## src/rtl/summation_if.sv

```systemverilog
// Bus between the summation block and its user: N in, registered series sum out.
interface summation_if #(
   parameter int unsigned N_WIDTH   = 4,
   parameter int unsigned SUM_WIDTH = 7
);
   logic [N_WIDTH-1:0]   N;
   logic [SUM_WIDTH-1:0] sum;

   // User side: drives N, observes sum
   modport master (
      output N,
      input  sum
   );

   // Block side: observes N, drives sum
   modport slave (
      input  N,
      output sum
   );
endinterface

```

## src/rtl/summation.sv

```systemverilog
// summation: registered arithmetic series sum 1+2+...+N of the bus input N.
// Default build is an iterative accumulator (one add per clock) that starts a
// new calculation whenever N differs from the last value it captured.
// Optional macro SUMMATION_CLOSED_FORM_EN replaces the FSM with a one-clock
// closed-form N*(N+1)/2 datapath.
module summation #(
   parameter int unsigned N_WIDTH   = 4,
   parameter int unsigned SUM_WIDTH = 7
) (
   input  logic        clock,
   input  logic        reset,
   summation_if.slave  bus
);

   // Result must hold N_max*(N_max+1)/2 without wrapping
   if (SUM_WIDTH < 2 * N_WIDTH - 1) begin : g_width_check
      $error("summation: SUM_WIDTH too small for N_WIDTH");
   end

   logic [SUM_WIDTH-1:0] sum_reg;
   logic [SUM_WIDTH-1:0] sum_nxt;

   assign bus.sum = sum_reg;

`ifdef SUMMATION_CLOSED_FORM_EN

   localparam int unsigned PROD_WIDTH = 2 * N_WIDTH + 1;

   logic [PROD_WIDTH-1:0] n_ext;
   logic [PROD_WIDTH-1:0] product;
   logic [PROD_WIDTH-1:0] half;

   // Full-width N*(N+1)/2, truncated to the result width
   always_comb begin
      n_ext   = PROD_WIDTH'(bus.N);
      product = n_ext * (n_ext + PROD_WIDTH'(1));
      half    = product >> 1;
      sum_nxt = SUM_WIDTH'(half);
   end

   // Result register, tracks N every cycle
   always_ff @(posedge clock or negedge reset) begin
      if (!reset) begin
         sum_reg <= '0;
      end else begin
         sum_reg <= sum_nxt;
      end
   end

`else

   typedef enum logic [0:0] {
      IDLE = 1'b0,
      CALC = 1'b1
   } state_t;

   state_t               state;
   state_t               state_nxt;
   logic [N_WIDTH-1:0]   n_last;
   logic [N_WIDTH-1:0]   n_last_nxt;
   logic [N_WIDTH-1:0]   cnt;
   logic [N_WIDTH-1:0]   cnt_nxt;
   logic [SUM_WIDTH-1:0] acc;
   logic [SUM_WIDTH-1:0] acc_nxt;

   // State register
   always_ff @(posedge clock or negedge reset) begin
      if (!reset) begin
         state <= IDLE;
      end else begin
         state <= state_nxt;
      end
   end

   // Next state and datapath updates; sum only moves on the CALC exit edge
   always_comb begin
      state_nxt  = state;
      n_last_nxt = n_last;
      cnt_nxt    = cnt;
      acc_nxt    = acc;
      sum_nxt    = sum_reg;
      unique case (state)
         IDLE: begin
            if (bus.N != n_last) begin
               n_last_nxt = bus.N;
               cnt_nxt    = bus.N;
               acc_nxt    = '0;
               state_nxt  = CALC;
            end
         end
         CALC: begin
            if (cnt != '0) begin
               acc_nxt = acc + SUM_WIDTH'(cnt);
               cnt_nxt = cnt - N_WIDTH'(1);
            end else begin
               sum_nxt   = acc;
               state_nxt = IDLE;
            end
         end
         default: begin
            state_nxt = IDLE;
         end
      endcase
   end

   // Datapath registers; reset aborts any calculation in flight
   always_ff @(posedge clock or negedge reset) begin
      if (!reset) begin
         n_last  <= '0;
         cnt     <= '0;
         acc     <= '0;
         sum_reg <= '0;
      end else begin
         n_last  <= n_last_nxt;
         cnt     <= cnt_nxt;
         acc     <= acc_nxt;
         sum_reg <= sum_nxt;
      end
   end

`endif

endmodule

```

## src/flat_wrapper.sv

```systemverilog
// flat-port wrapper written by rule: the top's interface ports become plain ports
module summation_flat 
#(
   parameter int unsigned N_WIDTH   = 4,
   parameter int unsigned SUM_WIDTH = 7
)
  (clock, reset, bus_N, bus_sum);
  summation_if #(.N_WIDTH(N_WIDTH), .SUM_WIDTH(SUM_WIDTH)) bus_i ();
  input  logic clock;
  input  logic reset;
  input wire logic [$bits(bus_i.N)-1:0] bus_N;
  output wire logic [$bits(bus_i.sum)-1:0] bus_sum;
  assign bus_i.N = bus_N;
  assign bus_sum = bus_i.sum;
  summation #(.N_WIDTH(N_WIDTH), .SUM_WIDTH(SUM_WIDTH)) u_core (.clock(clock), .reset(reset), .bus(bus_i));
endmodule
```

## config.mk

```make
export PLATFORM = sky130hd
export DESIGN_NAME = summation_flat
export DESIGN_NICKNAME = d
export VERILOG_FILES = /design/src/rtl/summation_if.sv /design/src/rtl/summation.sv /design/src/flat_wrapper.sv
export SDC_FILE = /design/constraint.sdc
export NUM_CORES = 1
export LEC_CHECK = 0
export ABC_AREA = 1
export CAP_MARGIN = 10
export CORE_UTILIZATION = 50
export DETAILED_ROUTE_END_ITERATION = 16
export PLACE_DENSITY = 0.81
export SETUP_SLACK_MARGIN = 0.4
export SLEW_MARGIN = 15
export SYNTH_ARGS = -nofsm -noshare
export SYNTH_HDL_FRONTEND = slang
export SYNTH_SLANG_ARGS = --single-unit
```

## constraint.sdc

```tcl
create_clock -name clock -period 1.7 [get_ports clock]
set_input_delay 0.34 -clock clock [delete_from_list [all_inputs] [get_ports clock]]
set_output_delay 0.34 -clock clock [all_outputs]
set_load 0.1 [all_outputs]
```

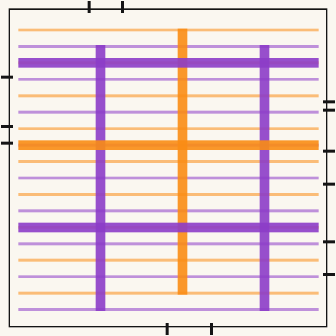
**Above:** floorplan with the power grid.
Pins as bars on the die edge.
- purple: VSS
- orange: VDD
- met1 rails: 18
- signal pins: 13
- rows: 17
- met5 straps: 3
chip width: 52.28 um

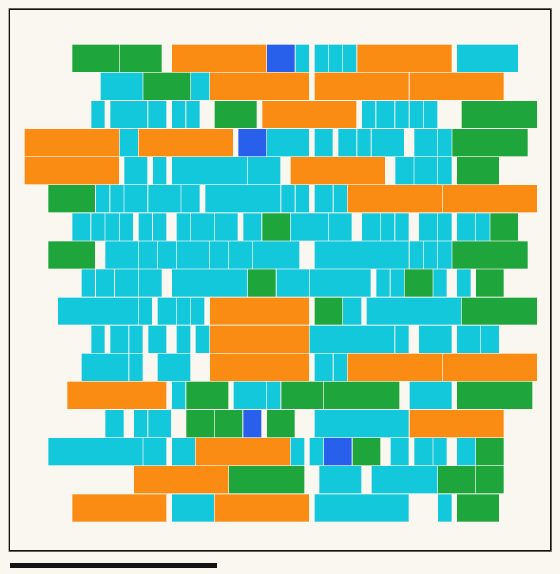
**Above:** placement by cell class.
Bar = 20 um.
- blue: clock drivers and dummy loads (cells 4; share of their area 1.5%)
- orange: sequential cells (cells 23; share of their area 31%)
- green: remaining buffers and delay cells (cells 30; share of their area 19%)
- cyan: combinational and other logic (cells 128; share of their area 48%)
post-layout util: 82.52%
site row count: 17

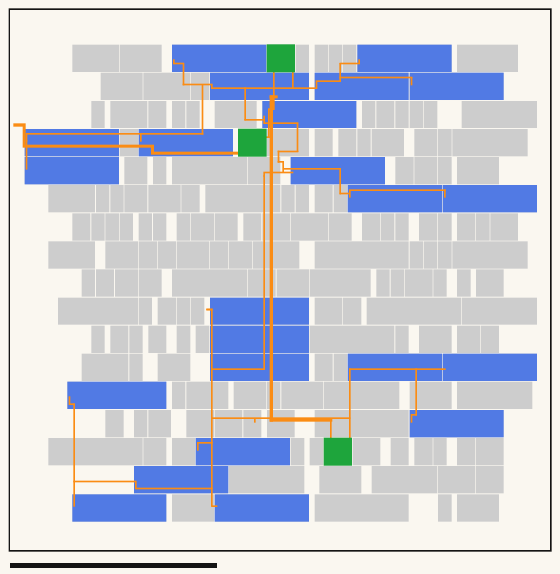
**Above:** clock wires, drivers and flops.
Bar = 20 um.
- green: clock drivers (count 3)
- blue: flip-flops (count 23)
- orange: clock wires (length 282 um)
- flops lie: spread over the die
clk_lat worst skew: 0.34 ns

==> Flow_metrics.wiki <==
== Flow metrics ==
{| class="wikitable"
! Metric !! Value
|-
| Result of the run || complete, but fails checks
|-
| Violations in the final reports || setup timing
|-
| Startpoint class of the critical path || register
|-
| Via count || 1,283
|-
| Total track usage || 23.27%
|-
| Post-synthesis cell count || 152
|-
| Post-Layout Inst Area || 1896 um^2
|-
| Most repeated cell in the gate-level netlist after synthesis || sky130_fd_sc_hd__nand2_1
|-
| Vias in the first global route || 1,068
|-
| Worst Path Max Fanout || 3
|-
| Fraction of the cycle the final worst path needs || 101.1%
|-
| Total placed instance area || 1498 um^2
|-
| Synthesis warning total || 0
|-
| Final-report setup violation count || 1
|-
| Number of library cell types mapped by synthesis || 20
|-
| Classification of the worst-slack hold path || in2reg
|-
| Post-synthesis share of cell area spent on full adders, half adders and majority gates || 7.525%
|-
| PnR worst setup slack || -0.01892 ns
|-
| Dominant non-sequential cell family after synthesis || simple AND/OR/NAND/NOR gates
|-
| Max Fclk || 581.8 MHz
|-
| CTS tree || done
|-
| DPL Wire Length || 1.987 mm
|-
| Cell family with the largest share of critical-path delay || adder cells
|-
| CP max stage cell || sky130_fd_sc_hd__dfrtp_1
|-
| Number of enable flip-flop cells || 0
|-
| RePlAce Congestion || 0.8324
|-
| Maximum number of buffers from clock root to sink || 2
|-
| DR WL/cell || 18.31 um
|-
| Cell taking the most area after synthesis || sky130_fd_sc_hd__dfrtp_1
|-
| Minimum clock period || 1.719 ns
|-
| Number of I/O pins || 13
|-
| Chip area estimate from yosys synthesis || 1264 um^2
|-
| Reg-to-Reg Start || u_core.cnt[0]$_DFFE_PN0P_
|}
## logic make-up after synthesis
logic type,Yosys count
AND-OR/OR-AND,23
XOR/XNOR,5
adder cells (fa/ha/maj),7
buffers and inverters,21
flip-flops,23
multiplexers,2
AND/OR/NAND/NOR,71
## path summary, 6_finish.rpt
kind	cells after the start	slack, ns	endpoint
worst min register to register	2	0.54	u_core.n_last[3]$_DFFE_PN0P_
worst min-delay path	3	0.31	u_core.n_last[1]$_DFFE_PN0P_
worst max-delay path	8	-0.02	u_core.acc[4]$_DFFE_PN0P_
max in group asynchronous	2	1.10	u_core.state$_DFF_PN0_
min in group asynchronous	2	0.33	u_core.bus.sum[1]$_DFFE_PN0P_
worst max register to register	8	-0.02	u_core.acc[4]$_DFFE_PN0P_
## cell usage in the layout (no fill, tap or decap), types with 5 or more instances in the layout
cell type	n
sky130_fd_sc_hd__o21ai_2	5
sky130_fd_sc_hd__nand3_1	10
sky130_fd_sc_hd__ha_4	5
sky130_fd_sc_hd__dfrtp_1	18
sky130_fd_sc_hd__o21ai_0	9
sky130_fd_sc_hd__buf_6	6
sky130_fd_sc_hd__nand2_2	9
sky130_fd_sc_hd__buf_4	12
sky130_fd_sc_hd__dfrtp_2	5
sky130_fd_sc_hd__nand2_1	36
sky130_fd_sc_hd__buf_12	7
sky130_fd_sc_hd__inv_1	15
sky130_fd_sc_hd__o21ai_1	7
## metal layers
| layer | share of wire [%] | track usage, % | vias up | wire length, um |
|---|---|---|---|---|
| li1 | - | - | 563 | - |
| met1 | 38 | 27.00 | 623 | 1472 |
| met2 | 50 | 40.60 | 81 | 1947 |
| met3 | 8.0 | 4.928 | 16 | 311 |
| met4 | 4.3 | 10.96 | 0 | 169 |
| met5 | 0 | 0 | - | 0 |
## worst min-delay path, delay by kind of cell
kind                   cells  cell delay, ns
buffers and inverters      2            0.22
AND-OR/OR-AND              1            0.07
## final cells by class
class                           count  area, um^2
Inverter                           18       75.07
Fill cell                         116       401.6
Tap cell                           28       35.03
Clock buffer                        3       22.52
Timing Repair Buffer               30       357.8
Multi-Input combinational cell    110       818.3
Sequential cell                    23       581.8
Clock inverter                      1       5.005
## metrics by stage
stage	setup slack [ns]	TNS, ns	std cells
final	-0.01892	-0.01892	213
after global routing	-0.06654	-0.06654	213
after CTS	0.1458	0	202
after detailed placement	-0.004465	-0.007435	192
after global placement	0.06803	0	192
after floorplan	0.2590	0	152
## what timing repair did
action,CTS,global route
gates resized,6,58
gates cloned,1,2
pin swaps,5,10
endpoints found under the setup margin,19,26
hold buffers,0,0
buffers inserted,5,9
